--- src/rtl/udp_gen_pkg.sv ---
// Shared types and widths for the UDP generator scheduler.
package udp_gen_pkg;

    localparam int MAC_W  = 48;
    localparam int IPV4_W = 32;
    localparam int PORT_W = 16;

    typedef enum logic [2:0] {
        ST_IDLE,
        ST_LOAD,
        ST_START,
        ST_BUSY,
        ST_GAP
    } sched_state_t;

    typedef struct packed {
        logic [MAC_W-1:0]  dst_mac;
        logic [IPV4_W-1:0] dst_ipv4;
        logic [PORT_W-1:0] src_port;
        logic [PORT_W-1:0] dst_port;
    } hdr_fields_t;

endpackage

--- src/rtl/axis_udp_gen_sched_arb.sv ---
// Round-robin arbiter: the search starts one past the last granted index,
// and the pointer moves only when a grant is actually taken.
module rr_arbiter #(
    parameter int NUM_REQ = 4
) (
    input  logic                       clk,
    input  logic                       rst,
    input  logic [NUM_REQ-1:0]         req,
    input  logic                       advance,
    output logic [NUM_REQ-1:0]         grant,
    output logic [$clog2(NUM_REQ)-1:0] grant_idx
);

    localparam int IDX_W = $clog2(NUM_REQ);

    logic [IDX_W-1:0] last_idx;
    logic [IDX_W-1:0] cand;
    logic             found;

    // Pick the first requester after last_idx, wrapping around once
    always_comb begin
        grant     = '0;
        grant_idx = '0;
        cand      = '0;
        found     = 1'b0;
        for (int k = 1; k <= NUM_REQ; k++) begin
            cand = IDX_W'((int'(last_idx) + k) % NUM_REQ);
            if (!found && req[cand]) begin
                grant[cand] = 1'b1;
                grant_idx   = cand;
                found       = 1'b1;
            end
        end
    end

    // Remember the winner so the next search begins after it
    always_ff @(posedge clk) begin
        if (rst) begin
            last_idx <= IDX_W'(NUM_REQ - 1);
        end else if (advance && found) begin
            last_idx <= grant_idx;
        end
    end

endmodule

--- src/rtl/axis_udp_gen_sched.sv ---
// Frame scheduler in front of a UDP generator: arbitrates requesters,
// loads header fields, starts the generator, waits for the frame's last
// beat and enforces an inter-frame gap.
// Optional watchdog on BUSY enabled by defining UDP_GEN_SCHED_TIMEOUT_EN.
module axis_udp_gen_sched
    import udp_gen_pkg::*;
#(
    parameter int NUM_REQ        = 4,
    parameter int IFG_CYCLES     = 12,
    parameter int TIMEOUT_CYCLES = 4096
) (
    input  logic                       axis_clk,
    input  logic                       axis_s_rst,
    input  logic [NUM_REQ-1:0]         req_valid,
    output logic [NUM_REQ-1:0]         req_ready,
    input  logic [NUM_REQ*48-1:0]      req_dst_mac,
    input  logic [NUM_REQ*32-1:0]      req_dst_ipv4,
    input  logic [NUM_REQ*16-1:0]      req_src_port,
    input  logic [NUM_REQ*16-1:0]      req_dst_port,
    output logic [47:0]                dst_mac_addr,
    output logic [31:0]                dst_ipv4_addr,
    output logic [15:0]                src_udp_port,
    output logic [15:0]                dst_udp_port,
    output logic                       gen_start,
    input  logic                       mon_tvalid,
    input  logic                       mon_tready,
    input  logic                       mon_tlast,
    output logic                       busy,
    output logic [$clog2(NUM_REQ)-1:0] grant_id,
    output logic [31:0]                frame_cnt
`ifdef UDP_GEN_SCHED_TIMEOUT_EN
    ,
    output logic                       timeout_err
`endif
);

    localparam int IDX_W = $clog2(NUM_REQ);
    // IFG of zero still spends one cycle in GAP
    localparam logic [7:0] GAP_LAST = (IFG_CYCLES == 0) ? 8'd0 : 8'(IFG_CYCLES - 1);

    sched_state_t     state;
    sched_state_t     state_next;
    logic [NUM_REQ-1:0] arb_grant;
    logic [IDX_W-1:0] arb_idx;
    logic [NUM_REQ-1:0] grant_q;
    logic             advance;
    logic             frame_done;
    logic             wd_expire;
    logic [7:0]       gap_cnt;
    hdr_fields_t      hdr_sel;
    hdr_fields_t      hdr_q;

    assign advance    = (state == ST_IDLE) && (|req_valid);
    assign frame_done = mon_tvalid & mon_tready & mon_tlast;

    rr_arbiter #(
        .NUM_REQ (NUM_REQ)
    ) u_arb (
        .clk       (axis_clk),
        .rst       (axis_s_rst),
        .req       (req_valid),
        .advance   (advance),
        .grant     (arb_grant),
        .grant_idx (arb_idx)
    );

    // Slice out the winning requester's header fields
    always_comb begin
        hdr_sel          = '0;
        hdr_sel.dst_mac  = req_dst_mac[MAC_W*arb_idx +: MAC_W];
        hdr_sel.dst_ipv4 = req_dst_ipv4[IPV4_W*arb_idx +: IPV4_W];
        hdr_sel.src_port = req_src_port[PORT_W*arb_idx +: PORT_W];
        hdr_sel.dst_port = req_dst_port[PORT_W*arb_idx +: PORT_W];
    end

`ifdef UDP_GEN_SCHED_TIMEOUT_EN
    localparam int WD_W = $clog2(TIMEOUT_CYCLES + 1);
    logic [WD_W-1:0] wd_cnt;

    assign wd_expire = (state == ST_BUSY) && (wd_cnt == WD_W'(TIMEOUT_CYCLES - 1));

    // Count BUSY cycles and flag a frame that never finished
    always_ff @(posedge axis_clk) begin
        if (axis_s_rst) begin
            wd_cnt      <= '0;
            timeout_err <= 1'b0;
        end else begin
            wd_cnt      <= (state == ST_BUSY) ? wd_cnt + 1'b1 : '0;
            timeout_err <= wd_expire && !frame_done;
        end
    end
`else
    assign wd_expire = 1'b0;
`endif

    // Next-state logic; a finished frame takes priority over the watchdog
    always_comb begin
        state_next = state;
        case (state)
            ST_IDLE:  if (|req_valid) state_next = ST_LOAD;
            ST_LOAD:  state_next = ST_START;
            ST_START: state_next = ST_BUSY;
            ST_BUSY:  if (frame_done || wd_expire) state_next = ST_GAP;
            ST_GAP:   if (gap_cnt == GAP_LAST) state_next = ST_IDLE;
            default:  state_next = ST_IDLE;
        endcase
    end

    // State register
    always_ff @(posedge axis_clk) begin
        if (axis_s_rst) begin
            state <= ST_IDLE;
        end else begin
            state <= state_next;
        end
    end

    // Capture header and grant when leaving IDLE; held until the next grant
    always_ff @(posedge axis_clk) begin
        if (axis_s_rst) begin
            hdr_q    <= '0;
            grant_id <= '0;
            grant_q  <= '0;
        end else if (advance) begin
            hdr_q    <= hdr_sel;
            grant_id <= arb_idx;
            grant_q  <= arb_grant;
        end
    end

    // Frames are counted only when the last beat really handshakes
    always_ff @(posedge axis_clk) begin
        if (axis_s_rst) begin
            frame_cnt <= '0;
        end else if (state == ST_BUSY && frame_done) begin
            frame_cnt <= frame_cnt + 32'd1;
        end
    end

    // Inter-frame gap length counter
    always_ff @(posedge axis_clk) begin
        if (axis_s_rst) begin
            gap_cnt <= '0;
        end else if (state == ST_GAP) begin
            gap_cnt <= gap_cnt + 8'd1;
        end else begin
            gap_cnt <= '0;
        end
    end

    assign req_ready     = (state == ST_LOAD) ? grant_q : '0;
    assign gen_start     = (state == ST_START);
    assign busy          = (state != ST_IDLE);
    assign dst_mac_addr  = hdr_q.dst_mac;
    assign dst_ipv4_addr = hdr_q.dst_ipv4;
    assign src_udp_port  = hdr_q.src_port;
    assign dst_udp_port  = hdr_q.dst_port;

endmodule

--- config.mk ---
export PLATFORM = sky130hd
export DESIGN_NAME = axis_udp_gen_sched
export DESIGN_NICKNAME = d
export VERILOG_FILES = /design/src/rtl/udp_gen_pkg.sv /design/src/rtl/axis_udp_gen_sched_arb.sv /design/src/rtl/axis_udp_gen_sched.sv
export SDC_FILE = /design/constraint.sdc
export NUM_CORES = 1
export LEC_CHECK = 0
export ABC_CLOCK_PERIOD_IN_PS = 5500
export CAP_MARGIN = 20
export CORE_AREA = 8 8 229 231
export CTS_CLUSTER_SIZE = 25
export DETAILED_ROUTE_END_ITERATION = 12
export DIE_AREA = 0 0 237 239
export PLACE_DENSITY_LB_ADDON = 0.12
export SLEW_MARGIN = 20
export SYNTH_ARGS = -nofsm -noshare
export SYNTH_HDL_FRONTEND = slang
export SYNTH_SLANG_ARGS = --single-unit
--- constraint.sdc ---
create_clock -name axis_clk -period 5.5 [get_ports axis_clk]
set_clock_uncertainty 0.05 [all_clocks]
set_input_delay 1.1 -clock axis_clk [delete_from_list [all_inputs] [get_ports axis_clk]]
set_output_delay 1.1 -clock axis_clk [all_outputs]
set_load 0.02 [all_outputs]
**Run 1: clock distribution**

Drawn at 1 px/µm.
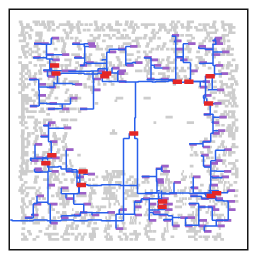
- clock wires: blue (length 2840 µm)
- clock-net drivers: red (count 17)
- flip-flops: purple (count 163)
- routed clock nets: 18
- flops lie: widely spread

**Run 1: cell placement**

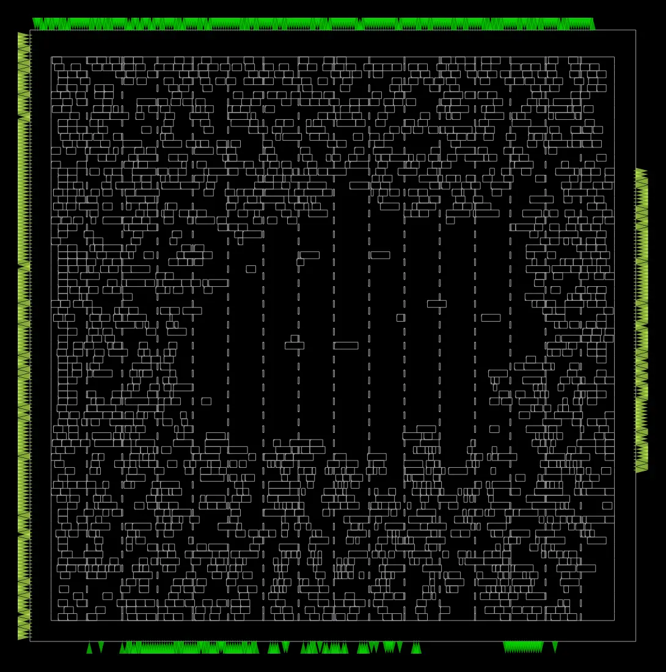
# rows: 81
Seq Cell Count: 163

**Run 1: where the registers sit**

Drawn at 1 px/µm.
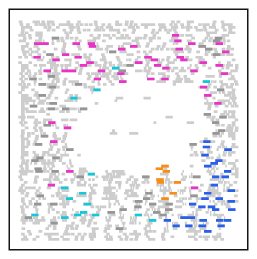
- `frame_cnt`: blue (flops 32; where south-east)
- `dst_mac_addr`: magenta (flops 48)
- `src_udp_port`: cyan (flops 16)
- `gap_cnt`: orange (flops 8)
- not coloured: 59

**Run 1: placement by cell class**

Drawn at 1 px/µm.
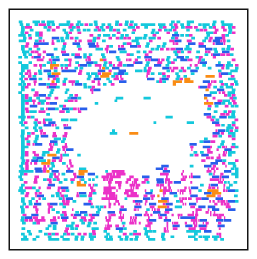
- remaining logic cells: magenta (cells 806; share of their area 37%)
- clock drivers and dummy loads: orange (cells 32; share of their area 3.7%)
- remaining buffers and delay cells: cyan (cells 637; share of their area 40%)
- registers: blue (cells 163; share of their area 20%)
utilization after layout: 34.9%
cell area after layout: 0.0170 mm²

==> flow_summary.yaml, run 1 <==
# generated from flow reports
final_timing:
  rsz0062_at_grt: "no"
  tightest_slew_ns: 1.01
grt:
  grtUsageMet2_pct: 31.9
  grtUsageTotal_pct: 17.8
  use_met3_pct: 6.73
  grt_max_degree: 81
  gr-total-overflow: 0
  grt_pass1_wl_mm: 75.1
  grt_pass1_vias: 10917
setup_path:
  worst_r2r_endpoint: "dst_mac_addr[5]"
  cp.arrival_ns: 4.56
  crit_chain: "inv_1 -> ha_1 -> mux4_2 -> nand2b_1 -> and4_1 -> or4b_4 -> buf_4 -> o21ai_0"
  required_ns: 5.82
  r2r_slack_ns: 1.26
  path_class: "register to register"
  rr_worst_depth: 8
  cp_num_cells: 8
  worstReg2RegStart: "u_arb.last_idx[1]"
  critPathLaunchType: "register"
  crit_fanout: 80
synthesis:
  top_cells_by_count: "mux2i_1 (188), dfxtp_1 (163), o21ai_0 (89)"
  area_leaders: "dfxtp_1 (34%), mux2i_1 (20%), a2bb2oi_1 (7.5%)"
  synth_warnings: 0
  ys.flop_type: "dfxtp_1"
  ys_sh_adder_pct: 1.31
  yosysMostFrequentCell: "mux2i_1"
  netlist_logic_family_top: "AND-OR/OR-AND gates"
  synth.cellmix.compoundShare_pct: 23.2
  yosysChipArea_mm2: 0.00954
  synth_area_per_cell_um2: 8.97
  ys_types: 48
cells_and_area:
  buffers_excl_clock: 637
  num-fill-cells: 5028
  num-nets-final: 2092
  logic_gate_count: 796
  comb_area_mm2: 0.00587
  seq_share_pct: 19.2
  area_growth_pct: 77.7
  clk_share_pct: 3.48
  seqCellArea_mm2: 0.00326
  biggestCellCategory: "non-clock buffers"
floorplanning:
  die_area_mm2: 0.0566
  nWellTaps: 622
  ios: 609
  die-height_um: 239
  fp_util_pct: 19.6
  chipWidth_um: 237
flow_run:
  maxCapViolations: 0
  warning_count: 33
routing:
  vias: 10440
  drtPass1Iterations: 5
  wl_mm: 53.1
  first_iter_violations: 467
  routedWlPerCell_um: 23.4
  ant_nets: 0
  drc: 0
outcome:
  status: "finished clean"
cts:
  ctsResizeCount: 0
  cts-root-buf: "clkbuf_16"
  cts-buffers-inserted: 17
  cts_buffer_depth: 2
placement:
  numPortBuffers: 608
hold_path:
  holdPathStages: 2
  min_path_type: "register to register"
power:
  vdd_drop_max_uv: 237
  powerDensity_mw_per_mm2: 408
  total_leakage_power_nw: 6.64
## run 1: per-stage QoR
stage | hold WS, ns | cells | utilization [%] | worst slack, ns
5_1_grt | 0.438 | 2265 | 34.9 | 0.959
4_1_cts | 0.425 | 2260 | 34.9 | 1.28
3_5_place_dp | 0.408 | 2228 | 33.7 | 0.866
6_report | 0.420 | 2268 | 34.9 | 1.26
3_3_place_gp | 0.399 | 2228 | 33.7 | 0.990
2_1_floorplan | 0.388 | 1063 | - | 1.56
## run 1: layout by cell type (no fill, tap or decap), types with 23 or more instances in the layout
cell / instances
clkdlybuf4s50_1: 607
nor2_1: 84
o22ai_1: 53
mux2i_1: 187
dfxtp_1: 163
nand3_1: 24
a2bb2oi_1: 82
o21ai_0: 88
nand2_1: 47
a21oi_1: 23
**Run 1: nets reached from selected ports**

Drawn at 2 px/µm.
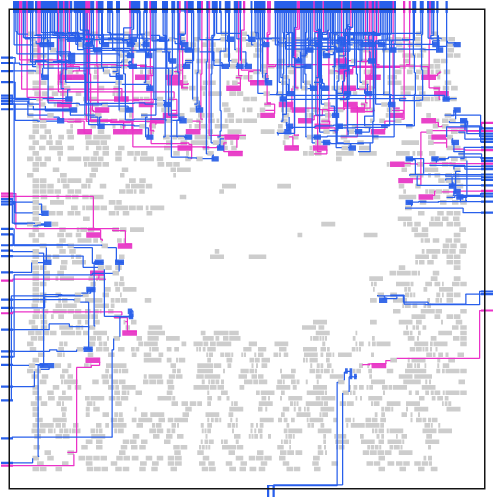

==> run 2, diff against run 1 <==
--- a/config.mk
+++ b/config.mk
@@ -5,7 +5,7 @@
 export SDC_FILE = /design/constraint.sdc
 export NUM_CORES = 1
 export LEC_CHECK = 0
-export ABC_CLOCK_PERIOD_IN_PS = 5500
+export ABC_CLOCK_PERIOD_IN_PS = 3900
 export CAP_MARGIN = 20
 export CORE_AREA = 8 8 229 231
 export CTS_CLUSTER_SIZE = 25
==> constraint.sdc (replaced) <==
create_clock -name axis_clk -period 3.9 [get_ports axis_clk]
set_clock_uncertainty 0.05 [all_clocks]
set_input_delay 0.78 -clock axis_clk [delete_from_list [all_inputs] [get_ports axis_clk]]
set_output_delay 0.78 -clock axis_clk [all_outputs]
set_load 0.02 [all_outputs]
**Run 2: nets reached from selected ports**

Drawn at 2 px/µm.
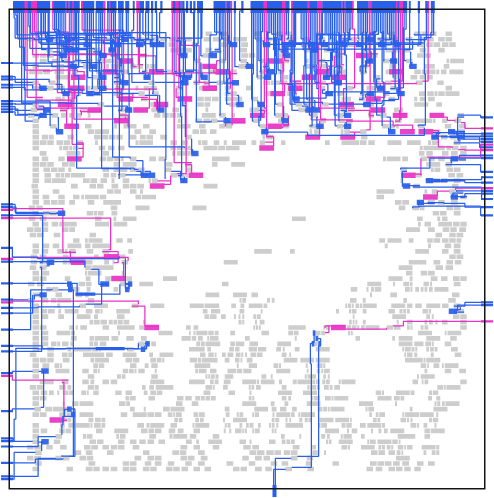
- `req_dst_mac`: blue (direction input; end cells 104; buffers 192; wire 8310 µm)
- `dst_mac_addr`: magenta (direction output; end cells 48; buffers 48; wire 3150 µm)

**Run 2: where the registers sit**

Drawn at 1 px/µm.
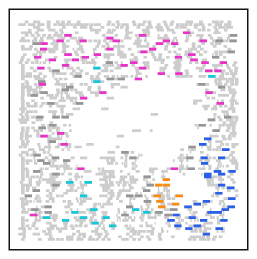
- `frame_cnt`: blue (flops 32; where south-east)
- `dst_mac_addr`: magenta (flops 48)
- `src_udp_port`: cyan (flops 16)
- `gap_cnt`: orange (flops 8)
- not coloured: 59
Seq/total area: 18.9%
seq pwr: 2.45 mW
Flop area: 0.00326 mm²
utilization after layout: 35.5%

**Run 2: cell placement**

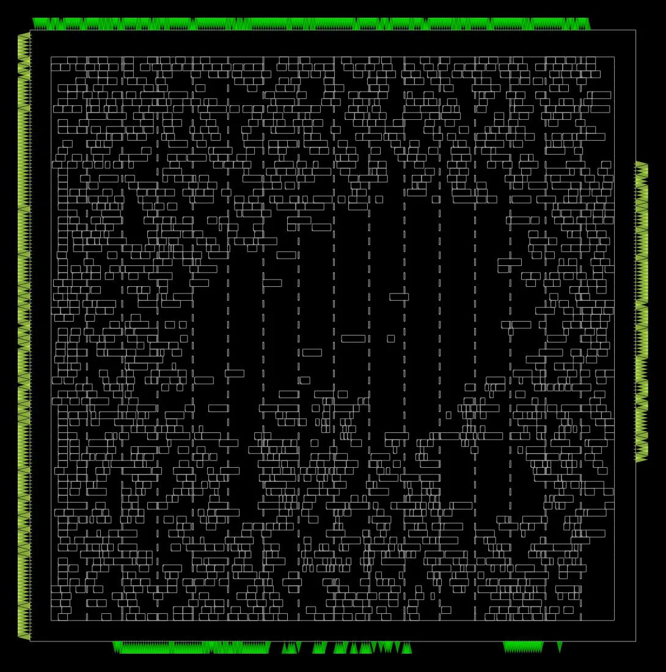
fill cell count: 4991
Final Instance Count excl. Fillers: 2288
core area: 0.0485 mm²
Tapcells: 622

==> flow_summary.yaml, run 2 <==
# generated from flow reports
cells_and_area:
  finalInstanceArea_mm2: 0.0172
  final_cell_mix: "clkdlybuf4s50_1 (607), mux2i_1 (187), dfxtp_1 (163)"
  ff_count: 163
  area_growth_pct: 80.7
  comb_area_mm2: 0.00586
  clk_share_pct: 3.64
  buffers_excl_clock: 660
  logic_gate_count: 796
  biggestCellCategory: "non-clock buffers"
  layout_top_cell: "clkdlybuf4s50_1"
  num-nets-final: 2115
hold_path:
  min_path_type: "register to register"
  holdPathStages: 2
cts:
  cts-buffers-inserted: 17
  cts_tree: "done"
  postCtsSetupBuffers: 0
  cts_buffer_depth: 2
  ctsResizeCount: 0
  cts-root-buf: "clkbuf_16"
setup_path:
  cp_num_cells: 9
  worstReg2RegStart: "u_arb.last_idx[0]"
  cp.arrival_ns: 3.81
  r2r_slack_ns: 0.44
  critPathLaunchType: "register"
  required_ns: 4.25
  worst_r2r_endpoint: "dst_ipv4_addr[13]"
  path_class: "register to register"
  crit_fanout: 26
  rr_worst_depth: 9
power:
  power_frac_seq_pct: 24.2
  vdd_drop_max_uv: 329
  total_leakage_power_nw: 6.80
synthesis:
  synth.area.mux_share_pct: 21.9
  synth_warnings: 0
  synth_area_per_cell_um2: 8.97
  yosysMostFrequentCell: "mux2i_1"
  async_reset_ff_share_pct: 0
  netlist_logic_family_top: "AND-OR/OR-AND gates"
  yosysChipArea_mm2: 0.00954
  ys.flop_type: "dfxtp_1"
  top_cells_by_count: "mux2i_1 (188), dfxtp_1 (163), o21ai_0 (89)"
  ys_types: 48
  synth.cellmix.compoundShare_pct: 23.2
routing:
  vias: 10543
  drtPass1Iterations: 5
  wl_mm: 53.3
  ant_nets: 0
  routedWlPerCell_um: 23.3
  first_iter_violations: 624
  drc: 0
flow_run:
  maxCapViolations: 0
  warning_count: 33
outcome:
  status: "finished clean"
grt:
  use_met3_pct: 6.47
  grt_antenna_before_repair: 10
  gr-total-overflow: 0
  grt_pass1_vias: 11013
  grtUsageTotal_pct: 17.9
final_timing:
  whs_ns: 0.418
  fin_ws_ns: 0.439
  rsz0062_at_grt: "no"
  tightest_slew_ns: 0.635
placement:
  dp_cells: 2251
  place_ws_ns: 0.0626
  numPortBuffers: 608
floorplanning:
  ios: 609
  die-height_um: 239
  rows: 81
## run 2: cell counts after synthesis
No cell type changed its count.
## run 2: power by group through the flow
stage          Combinational (mW)  Sequential, mW  Clock, mW
5_1_grt                      6.15            2.52       2.03
3_5_place_dp                 5.85            2.47          0
3_3_place_gp                 5.84            2.46          0
4_1_cts                      5.86            2.45       1.97
6_report                     5.78            2.45       1.88
2_1_floorplan                2.60            3.01          0
## run 2: cell families (layout without fill, tap and decap cells)
group	after synthesis	count (layout)
DFF	163	163
xor gates and xnor gates	29	29
and+or+nand+nor	230	230
adders and majority gates	10	10
buffers and inverters	104	702
other	0	5
AOI/OAI and AO/OA	325	325
muxes	202	202
**Run 2: clock distribution**

Drawn at 1 px/µm.
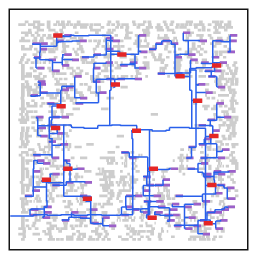

==> run 3, diff against run 2 <==
--- a/config.mk
+++ b/config.mk
@@ -5,12 +5,13 @@
 export SDC_FILE = /design/constraint.sdc
 export NUM_CORES = 1
 export LEC_CHECK = 0
+export ABC_AREA = 1
 export ABC_CLOCK_PERIOD_IN_PS = 3900
 export CAP_MARGIN = 20
-export CORE_AREA = 8 8 229 231
+export CORE_AREA = 8 8 233 235
 export CTS_CLUSTER_SIZE = 25
 export DETAILED_ROUTE_END_ITERATION = 12
-export DIE_AREA = 0 0 237 239
+export DIE_AREA = 0 0 241 243
 export PLACE_DENSITY_LB_ADDON = 0.12
 export SLEW_MARGIN = 20
 export SYNTH_ARGS = -nofsm -noshare
**Run 3: clock distribution**

Drawn at 1 px/µm.
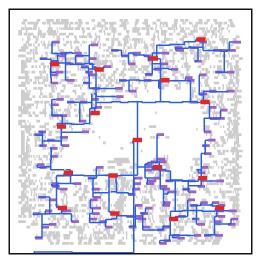
- clock-net drivers: red (count 17)
- clock wires: blue (length 3050 µm)
- flip-flops: purple (count 163)
- flops lie: widely spread
Power Clock: 2.02 mW
Clock Latency Late Sink: 0.48 ns

**Run 3: nets reached from selected ports**

Drawn at 2 px/µm.
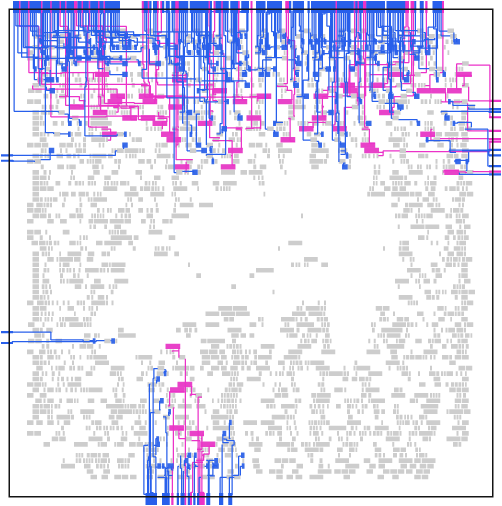
- `req_dst_mac`: blue (direction input; end cells 192; buffers 192; wire 7050 µm)
- `dst_mac_addr`: magenta (direction output; end cells 48; buffers 48; wire 3280 µm)

**Run 3: where the registers sit**

Drawn at 1 px/µm.
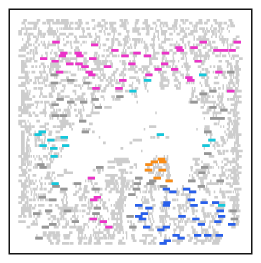
- `dst_mac_addr`: magenta (flops 48)
- `gap_cnt`: orange (flops 8)
- `src_udp_port`: cyan (flops 16)
- `frame_cnt`: blue (flops 32)
Seq/total area: 17.0%
seq pwr: 2.36 mW

==> flow_summary.yaml, run 3 <==
# generated from flow reports
outcome:
  status: "finished clean"
cts:
  cts-root-buf: "clkbuf_16"
  cts_buffer_depth: 2
  ctsResizeCount: 0
  postCtsSetupBuffers: 0
power:
  total_leakage_power_nw: 9.08
synthesis:
  yosysChipArea_mm2: 0.0118
  synth_warnings: 0
  netlist_logic_family_top: "simple AND/OR/NAND/NOR gates"
  async_reset_ff_share_pct: 0
  ys_sh_adder_pct: 1.06
  area_leaders: "dfxtp_1 (28%), nand2_1 (23%), nand3_1 (15%)"
  synth.cellmix.compoundShare_pct: 3.20
  ys_types: 36
cells_and_area:
  fin_util_pct: 37.8
  finalInstanceArea_mm2: 0.0192
  layout_top_cell: "nand2_1"
  buffers_excl_clock: 637
  final_cell_mix: "nand2_1 (734), clkdlybuf4s50_1 (607), nand3_1 (359)"
  fin_cells: 3309
  comb_area_mm2: 0.00700
  num-fill-cells: 5584
  num-nets-final: 3077
  ff_count: 163
flow_run:
  warning_count: 40
floorplanning:
  chipWidth_um: 241
  ios: 609
  die-height_um: 243
grt:
  grtUsageTotal_pct: 19.8
  grt_pass1_wl_mm: 89.3
setup_path:
  worstReg2RegStart: "u_arb.last_idx[1]"
  crit_fanout: 49
  rr_worst_depth: 14
final_timing:
  rsz0062_at_grt: "no"
  whs_ns: 0.394
hold_path:
  min_path_type: "register to register"
  holdPathStages: 1
placement:
  place_ws_ns: 0.522
  dp_cells: 3271
routing:
  wl_mm: 60.4
## run 3: cell count changes after synthesis, sizes merged, moves of 82 or more
cell,before,now
inv,9,254
nand2,47,741
mux2i,188,0
nand3,24,362
a2bb2oi,82,0
nor2,86,222
nand3b,2,84
## run 3: power breakdown
part,internal [mW],total [mW],switching (mW)
Combinational,2.93,8.09,5.17
Sequential,2.11,2.36,0.250
Clock,1.21,2.02,0.809
Total,6.25,12.5,6.23
## run 3: metal layers
layer | GRT usage (%) | vias to the layer above | part of all wire [%]
met4 | 6.05 | 10 | 2.0
li1 | - | 7553 | -
met2 | 34.4 | 413 | 49
met1 | 22.7 | 6753 | 41
met3 | 6.72 | 66 | 7.6
met5 | 0 | - | 0.11
Power figures rest on the tool's default switching activity, not on a simulated workload.
